Figure 1. Register map, names as in the netlist.
Other sequential cells in the stronger grey, the rest of the logic in the fainter grey.
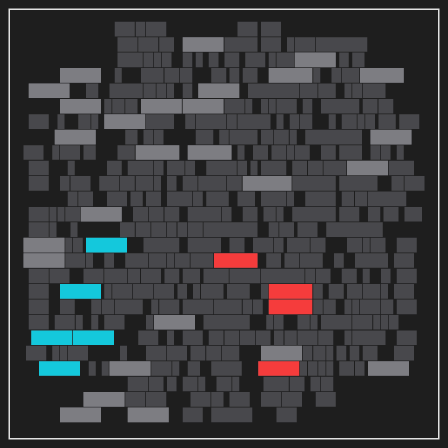
Figure 2. The metal 2 layer.
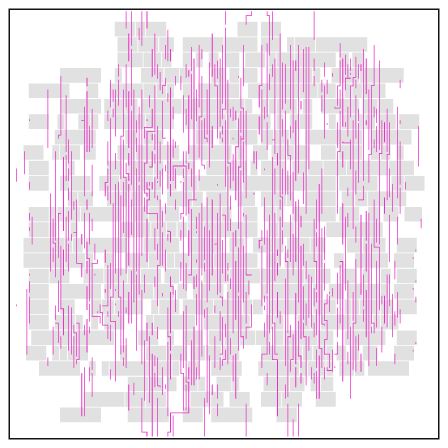
Figure 3. The metal 1 layer.
Supply wires on this layer in grey.
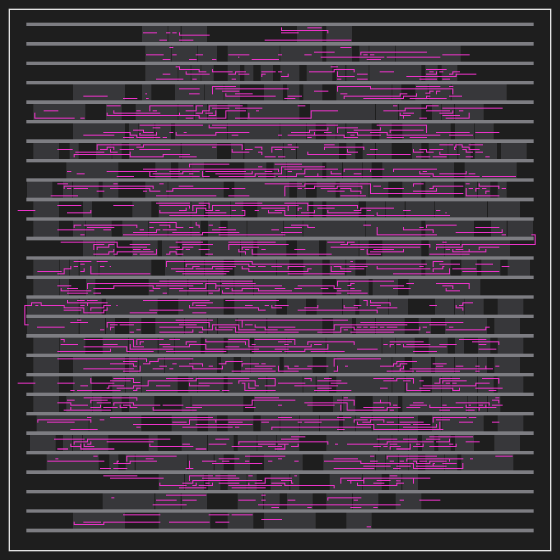
===== config.mk =====
export PLATFORM = sky130hd
export DESIGN_NAME = wm_cycle_sequencer
export DESIGN_NICKNAME = d
export VERILOG_FILES = /design/src/rtl/wm_cycle_sequencer.sv
export SDC_FILE = /design/constraint.sdc
export NUM_CORES = 1
export LEC_CHECK = 0
export CAP_MARGIN = 20
export CORE_MARGIN = 2
export CORE_UTILIZATION = 48
export CTS_CLUSTER_SIZE = 28
export DETAILED_ROUTE_END_ITERATION = 10
export PLACE_DENSITY = 0.76
export SETUP_SLACK_MARGIN = 0.15
export SYNTH_ARGS = -nofsm -noshare
export SYNTH_HDL_FRONTEND = slang
export SYNTH_SLANG_ARGS = --single-unit

===== constraint.sdc =====
create_clock -name clk -period 2.4 [get_ports clk]
set_input_delay 0.24 -clock clk [delete_from_list [all_inputs] [get_ports clk]]
set_output_delay 0.24 -clock clk [all_outputs]
set_load 0.02 [all_outputs]

===== src/rtl/wm_cycle_sequencer.sv =====
// Washing-machine programme sequencer: fill, wash, drain, fill, rinse, drain, spin, done.
// Optional: define WM_EXTRA_RINSE_EN for the extra_rinse input and a second rinse pass.
module wm_cycle_sequencer #(
   parameter int TICK_DIV   = 10,
   parameter int FILL_BASE  = 2,
   parameter int DRAIN_TIME = 2
) (
   input  logic       clk,
   input  logic       rst_n,
   input  logic       start,
   input  logic       pause,
   input  logic       abort,
   input  logic [4:0] wash,
   input  logic [4:0] rinse,
   input  logic [4:0] spin,
   input  logic [4:0] cloth,
`ifdef WM_EXTRA_RINSE_EN
   input  logic       extra_rinse,
`endif
   output logic [3:0] phase,
   output logic [4:0] remaining,
   output logic       busy,
   output logic       done,
   output logic       aborted,
   output logic       water_valve,
   output logic       drain_pump,
   output logic       motor_on,
   output logic       motor_fast,
   output logic       door_lock
);
   typedef enum logic [3:0] {
      IDLE = 4'd0, FILL_W = 4'd1, WASH = 4'd2, DRAIN_W = 4'd3, FILL_R = 4'd4,
      RINSE = 4'd5, DRAIN_R = 4'd6, SPIN = 4'd7, DONE = 4'd8
   } phase_e;

   localparam int            PW          = $clog2(TICK_DIV);
   localparam logic [PW-1:0] PRESC_MAX   = PW'(TICK_DIV - 1);
   localparam logic [4:0]    DRAIN_UNITS = 5'(DRAIN_TIME);
   localparam logic [5:0]    FILL_BASE_6 = 6'(FILL_BASE);

   function automatic logic [4:0] sat_fill(input logic [4:0] c);
      logic [5:0] sum;
      sum = FILL_BASE_6 + {1'b0, c};
      return sum[5] ? 5'd31 : sum[4:0];
   endfunction

   // A timed phase whose latched duration is zero is replaced by its successor.
   function automatic phase_e skip_zero(input phase_e p, input logic [4:0] w, input logic [4:0] r,
                                        input logic [4:0] s);
      phase_e q;
      q = p;
      if (p == WASH && w == 5'd0) q = DRAIN_W;
      if (p == RINSE && r == 5'd0) q = DRAIN_R;
      if (p == SPIN && s == 5'd0) q = DONE;
      return q;
   endfunction

   function automatic logic [4:0] dur_of(input phase_e p, input logic [4:0] f, input logic [4:0] w,
                                         input logic [4:0] r, input logic [4:0] s);
      logic [4:0] d;
      case (p)
         FILL_W, FILL_R:   d = f;
         WASH:             d = w;
         RINSE:            d = r;
         DRAIN_W, DRAIN_R: d = DRAIN_UNITS;
         SPIN:             d = s;
         default:          d = 5'd0;
      endcase
      return d;
   endfunction

   phase_e        phase_q, phase_d, nxt;
   logic [4:0]    remaining_q, remaining_d;
   logic [PW-1:0] presc_q, presc_d;
   logic          paused_q, paused_d;
   logic          abort_pend_q, abort_pend_d;
   logic          aborted_q, aborted_d;
   logic [4:0]    wash_q, wash_d, rinse_q, rinse_d, spin_q, spin_d, fill_q, fill_d;
   logic          enter, run;
`ifdef WM_EXTRA_RINSE_EN
   logic          extra_q, extra_d, pass_q, pass_d;
`endif

   always_comb begin
      phase_d      = phase_q;
      remaining_d  = remaining_q;
      presc_d      = presc_q;
      paused_d     = pause;
      abort_pend_d = abort_pend_q;
      aborted_d    = 1'b0;
      wash_d       = wash_q;
      rinse_d      = rinse_q;
      spin_d       = spin_q;
      fill_d       = fill_q;
      enter        = 1'b0;
      nxt          = phase_q;
`ifdef WM_EXTRA_RINSE_EN
      extra_d      = extra_q;
      pass_d       = pass_q;
`endif
      case (phase_q)
         IDLE: begin
            abort_pend_d = 1'b0;
`ifdef WM_EXTRA_RINSE_EN
            pass_d = 1'b0;
`endif
            if (start) begin
               wash_d  = wash;
               rinse_d = rinse;
               spin_d  = spin;
               fill_d  = sat_fill(cloth);
`ifdef WM_EXTRA_RINSE_EN
               extra_d = extra_rinse;
`endif
               nxt   = FILL_W;
               enter = 1'b1;
            end
         end
         DONE: begin
            nxt   = IDLE;
            enter = 1'b1;
         end
         default: begin
            // Abort outranks both pause and a tick-driven advance.
            if (abort) begin
               enter = 1'b1;
               if (phase_q == SPIN) begin
                  nxt          = IDLE;
                  aborted_d    = 1'b1;
                  abort_pend_d = 1'b0;
               end else begin
                  nxt          = DRAIN_R;
                  abort_pend_d = 1'b1;
               end
            end else if (!paused_q) begin
               if (presc_q != PRESC_MAX) begin
                  presc_d = presc_q + PW'(1);
               end else if (remaining_q > 5'd1) begin
                  remaining_d = remaining_q - 5'd1;
                  presc_d     = '0;
               end else begin
                  enter = 1'b1;
                  case (phase_q)
                     FILL_W:  nxt = WASH;
                     WASH:    nxt = DRAIN_W;
                     DRAIN_W: nxt = FILL_R;
                     FILL_R:  nxt = RINSE;
                     RINSE:   nxt = DRAIN_R;
                     DRAIN_R: begin
                        if (abort_pend_q) begin
                           nxt          = IDLE;
                           aborted_d    = 1'b1;
                           abort_pend_d = 1'b0;
`ifdef WM_EXTRA_RINSE_EN
                        end else if (extra_q && !pass_q) begin
                           nxt    = FILL_R;
                           pass_d = 1'b1;
`endif
                        end else begin
                           nxt = SPIN;
                        end
                     end
                     default: nxt = DONE;
                  endcase
               end
            end
         end
      endcase
      if (enter) begin
         phase_d     = skip_zero(nxt, wash_d, rinse_d, spin_d);
         remaining_d = dur_of(phase_d, fill_d, wash_d, rinse_d, spin_d);
         presc_d     = '0;
      end
   end

   always_ff @(posedge clk) begin
      if (!rst_n) begin
         phase_q      <= IDLE;
         remaining_q  <= '0;
         presc_q      <= '0;
         paused_q     <= 1'b0;
         abort_pend_q <= 1'b0;
         aborted_q    <= 1'b0;
         wash_q       <= '0;
         rinse_q      <= '0;
         spin_q       <= '0;
         fill_q       <= '0;
`ifdef WM_EXTRA_RINSE_EN
         extra_q      <= 1'b0;
         pass_q       <= 1'b0;
`endif
      end else begin
         phase_q      <= phase_d;
         remaining_q  <= remaining_d;
         presc_q      <= presc_d;
         paused_q     <= paused_d;
         abort_pend_q <= abort_pend_d;
         aborted_q    <= aborted_d;
         wash_q       <= wash_d;
         rinse_q      <= rinse_d;
         spin_q       <= spin_d;
         fill_q       <= fill_d;
`ifdef WM_EXTRA_RINSE_EN
         extra_q      <= extra_d;
         pass_q       <= pass_d;
`endif
      end
   end

   // Actuators drop while paused, but the door stays locked for the whole programme.
   always_comb begin
      run         = !paused_q;
      phase       = phase_q;
      remaining   = remaining_q;
      busy        = (phase_q != IDLE);
      done        = (phase_q == DONE);
      aborted     = aborted_q;
      water_valve = run && (phase_q == FILL_W || phase_q == FILL_R);
      drain_pump  = run && (phase_q == DRAIN_W || phase_q == DRAIN_R || phase_q == SPIN);
      motor_on    = run && (phase_q == WASH || phase_q == RINSE || phase_q == SPIN);
      motor_fast  = run && (phase_q == SPIN);
      door_lock   = (phase_q != IDLE) && (phase_q != DONE);
   end
endmodule

==> results.sh <==
# flow metrics
export IMPL_status="finished clean"
export IMPL_cts_reportedPaths_clkPinSlew_ps=80
export IMPL_ys_chip_area_sq_um=2450
export IMPL_grt_start_max_net_pins=28
export IMPL_lay_top_count="buf_4"
export IMPL_netlist_area_leader_share=0.2942
export IMPL_hold_path_depth=5
export IMPL_reg2reg_depth=10
export IMPL_fmax_mhz=442.3
export IMPL_grt_antenna_before_repair=0
export IMPL_warning_count=28
export IMPL_n_fill_cell=401
export IMPL_routedWlPerCell_um=15.91
export IMPL_fa_ha_area_frac=0.01532
export IMPL_n_clock_buffer=6
export IMPL_fp_util=0.4890
export IMPL_sh_comb_area=0.5023
export IMPL_cts_root_buffer="clkbuf_8"
export IMPL_die_w_um=75.44
export IMPL_period_minus_slack_ps=2261
export IMPL_simple_gate_share=0.2911
export IMPL_compound_area_frac=0.2360
export IMPL_dp_cells=427
export IMPL_reg2reg_slack_ps=140
export IMPL_synth_flops=36
export IMPL_edf_count=0
export IMPL_top_power_group="combinational cells"
export IMPL_setup_viol=0
export IMPL_drive_gt1_frac=0.3155
export IMPL_vias_per_cell=5.766
export IMPL_drt_met1_wl_mm=3.028
export IMPL_crit_type="flip-flop to flip-flop"
export IMPL_seqCellArea_sq_um=733.2
export IMPL_track_usage=0.2450
export IMPL_rsz0062_at_grt="yes"
export IMPL_flops=36
export IMPL_start_kind="flip-flop"
export IMPL_p_clk_mw=0.504
export IMPL_path_max_fanout=4
export IMPL_drtIter0Drc=149
export IMPL_tritoncts="yes"
export IMPL_synth_nets=316
export IMPL_worstHoldEndpoint="presc_q[0]"
export IMPL_peakVddDrop_v=0.0006535
export IMPL_busiest_layer="met2"
export IMPL_grt_use_met3=0.04630
export IMPL_muxShareOfSynthArea=0.09602
export IMPL_gp_congestion=0.9111
export IMPL_drv_cap=0
export IMPL_htreeDepth=2
export IMPL_grt_pass1_wl_mm=10.74
export IMPL_combinationalPowerShare=0.712
export IMPL_clkPwrFrac=0.100
export IMPL_cp_startpoint="remaining[1]"
export IMPL_dieArea_sq_um=5691
export IMPL_end_kind="flip-flop"
export IMPL_synthCells=288
export IMPL_powerDensity_nw_per_um2=1413
export IMPL_r2r_start="remaining[1]"
export IMPL_p_seq_mw=0.950
export IMPL_synthXorXnorAreaFrac=0.01788
export IMPL_synthArstFlopShare=0
export IMPL_synth_area_sq_um=2450
export IMPL_fin_total_pwr_mw=5.046
export IMPL_largest_area_cell="dfxtp_1"
export IMPL_hpwl_mm=5.004
export IMPL_p_comb_mw=3.59
export IMPL_dp_worst_setup_slack_ps=-232.0
export IMPL_synth_area_top_cells="dfxtp_1, mux2i_1, nor2_1, a21oi_1, nand2_1"
export IMPL_tap_cells=70
export IMPL_p_int_mw=2.704
export IMPL_clkCellAreaFrac=0.02977
export IMPL_top_logic_kind="simple AND/OR/NAND/NOR gates"
export IMPL_portBuffers=41
export IMPL_p_switching_mw=2.342
export IMPL_fin_ws_ps=139.0
export IMPL_signal_buffers=90
export IMPL_syn_to_final_growth_pct=45.81
export IMPL_clockBufferDepth=2
export IMPL_row_count=26
export IMPL_holdCritPathClass="primary input to flip-flop"
export IMPL_period_used=0.9421
export IMPL_fin_nets=401
export IMPL_relSlewSlack=0.5693
export IMPL_ys_cells=288
export IMPL_firstDrtPassIters=4
export IMPL_finalHoldViolCount=0
export IMPL_use_met2=0.4329
export IMPL_tns_ps=0
export IMPL_swShare=0.4641
export IMPL_cts_hold_buf=0
export IMPL_top_cells_by_count="nor2_1, dfxtp_1, a21oi_1"
export IMPL_fin_worst_skew_ps=6.955
export IMPL_leakagePower_nw=1.316
export IMPL_slew_violations=0
export IMPL_ys_warn_count=0
export IMPL_diodes=0
export IMPL_core_sq_um=5010
export IMPL_seq_power_share=0.188
export IMPL_dominant_cell_class="multi-input combinational cells"
export IMPL_ios=42
export IMPL_worstMarginPinSlew_ps=645.4
export IMPL_r2r_end="phase[0]"
export IMPL_min_from="abort"
export IMPL_ys_flop_type="dfxtp_1"
export IMPL_n_all_inverters=10
export IMPL_worstSetupEndpoint="phase[0]"
export IMPL_num_multi_input_gates=230
export IMPL_cts_sinks=36
export IMPL_seq_area_frac=0.2053
export IMPL_worstPathRequired_ps=2540
export IMPL_ys_seq_frac=0.2942
export IMPL_logic_area_sq_um=1794
export IMPL_arrival_ps=2400
export IMPL_cts_buffers=5
export IMPL_chipHeight_um=75.44
export IMPL_fin_cells=444
export IMPL_synth_cell_types=67
export IMPL_drtAntennaViolNets=0
export IMPL_grt_overflow=0
export IMPL_drc=0
export IMPL_most_common_cell="nor2_1"
export IMPL_grt_pass1_vias=2327
export IMPL_dr_max_layer_used="met4"
export IMPL_avgSynthCellArea_sq_um=8.506
Notes on Figure 1 above:
| netlist name | colour | placed flops |
|---|---|---|
| `rinse_q` | cyan | 5 |
| `phase` | red | 4 |
not coloured: 27

Notes on Figure 2 above:
longest straight run: 37.4 um
share of all routed wire: 51%
nets with wire on the layer: 362
main direction: vertical

Notes on Figure 3 above:
wire length on this layer: 3030 um
nets with wire on the layer: 368
main direction: horizontal
longest straight run: 24.4 um
share of all routed wire: 43%
WL final: 7.066 mm
GR met1 Demand/Resource: 0.3035
vias post-DR: 2560

## repair_timing
| item | CTS | global route |
|---|---|---|
| resized | 12 | 32 |
| pin swaps | 8 | 20 |
| gates cloned | 0 | 0 |
| buffers inserted | 5 | 4 |
| endpoints found under the setup margin | 11 | 11 |
## metrics by stage
step / hold slack (ps) / utilization / cell area (sq um)
2_1_floorplan: 367.3 / - / 2479
3_3_place_gp: 453.7 / 0.6399 / 3206
3_5_place_dp: 468.8 / 0.6399 / 3206
4_1_cts: 482.3 / 0.6793 / 3403
5_1_grt: 499.8 / 0.7130 / 3572
6_report: 481.7 / 0.7130 / 3572
## critical path: stages, from the launching register on
cell and delay, ps:
dfxtp_4 360, inv_4 40, ha_4 140, o21bai_4 190
buf_6 130, and3_4 180, a32oi_4 280, o211ai_2 160
or3_4 430, o2111ai_2 90, a21oi_1 100
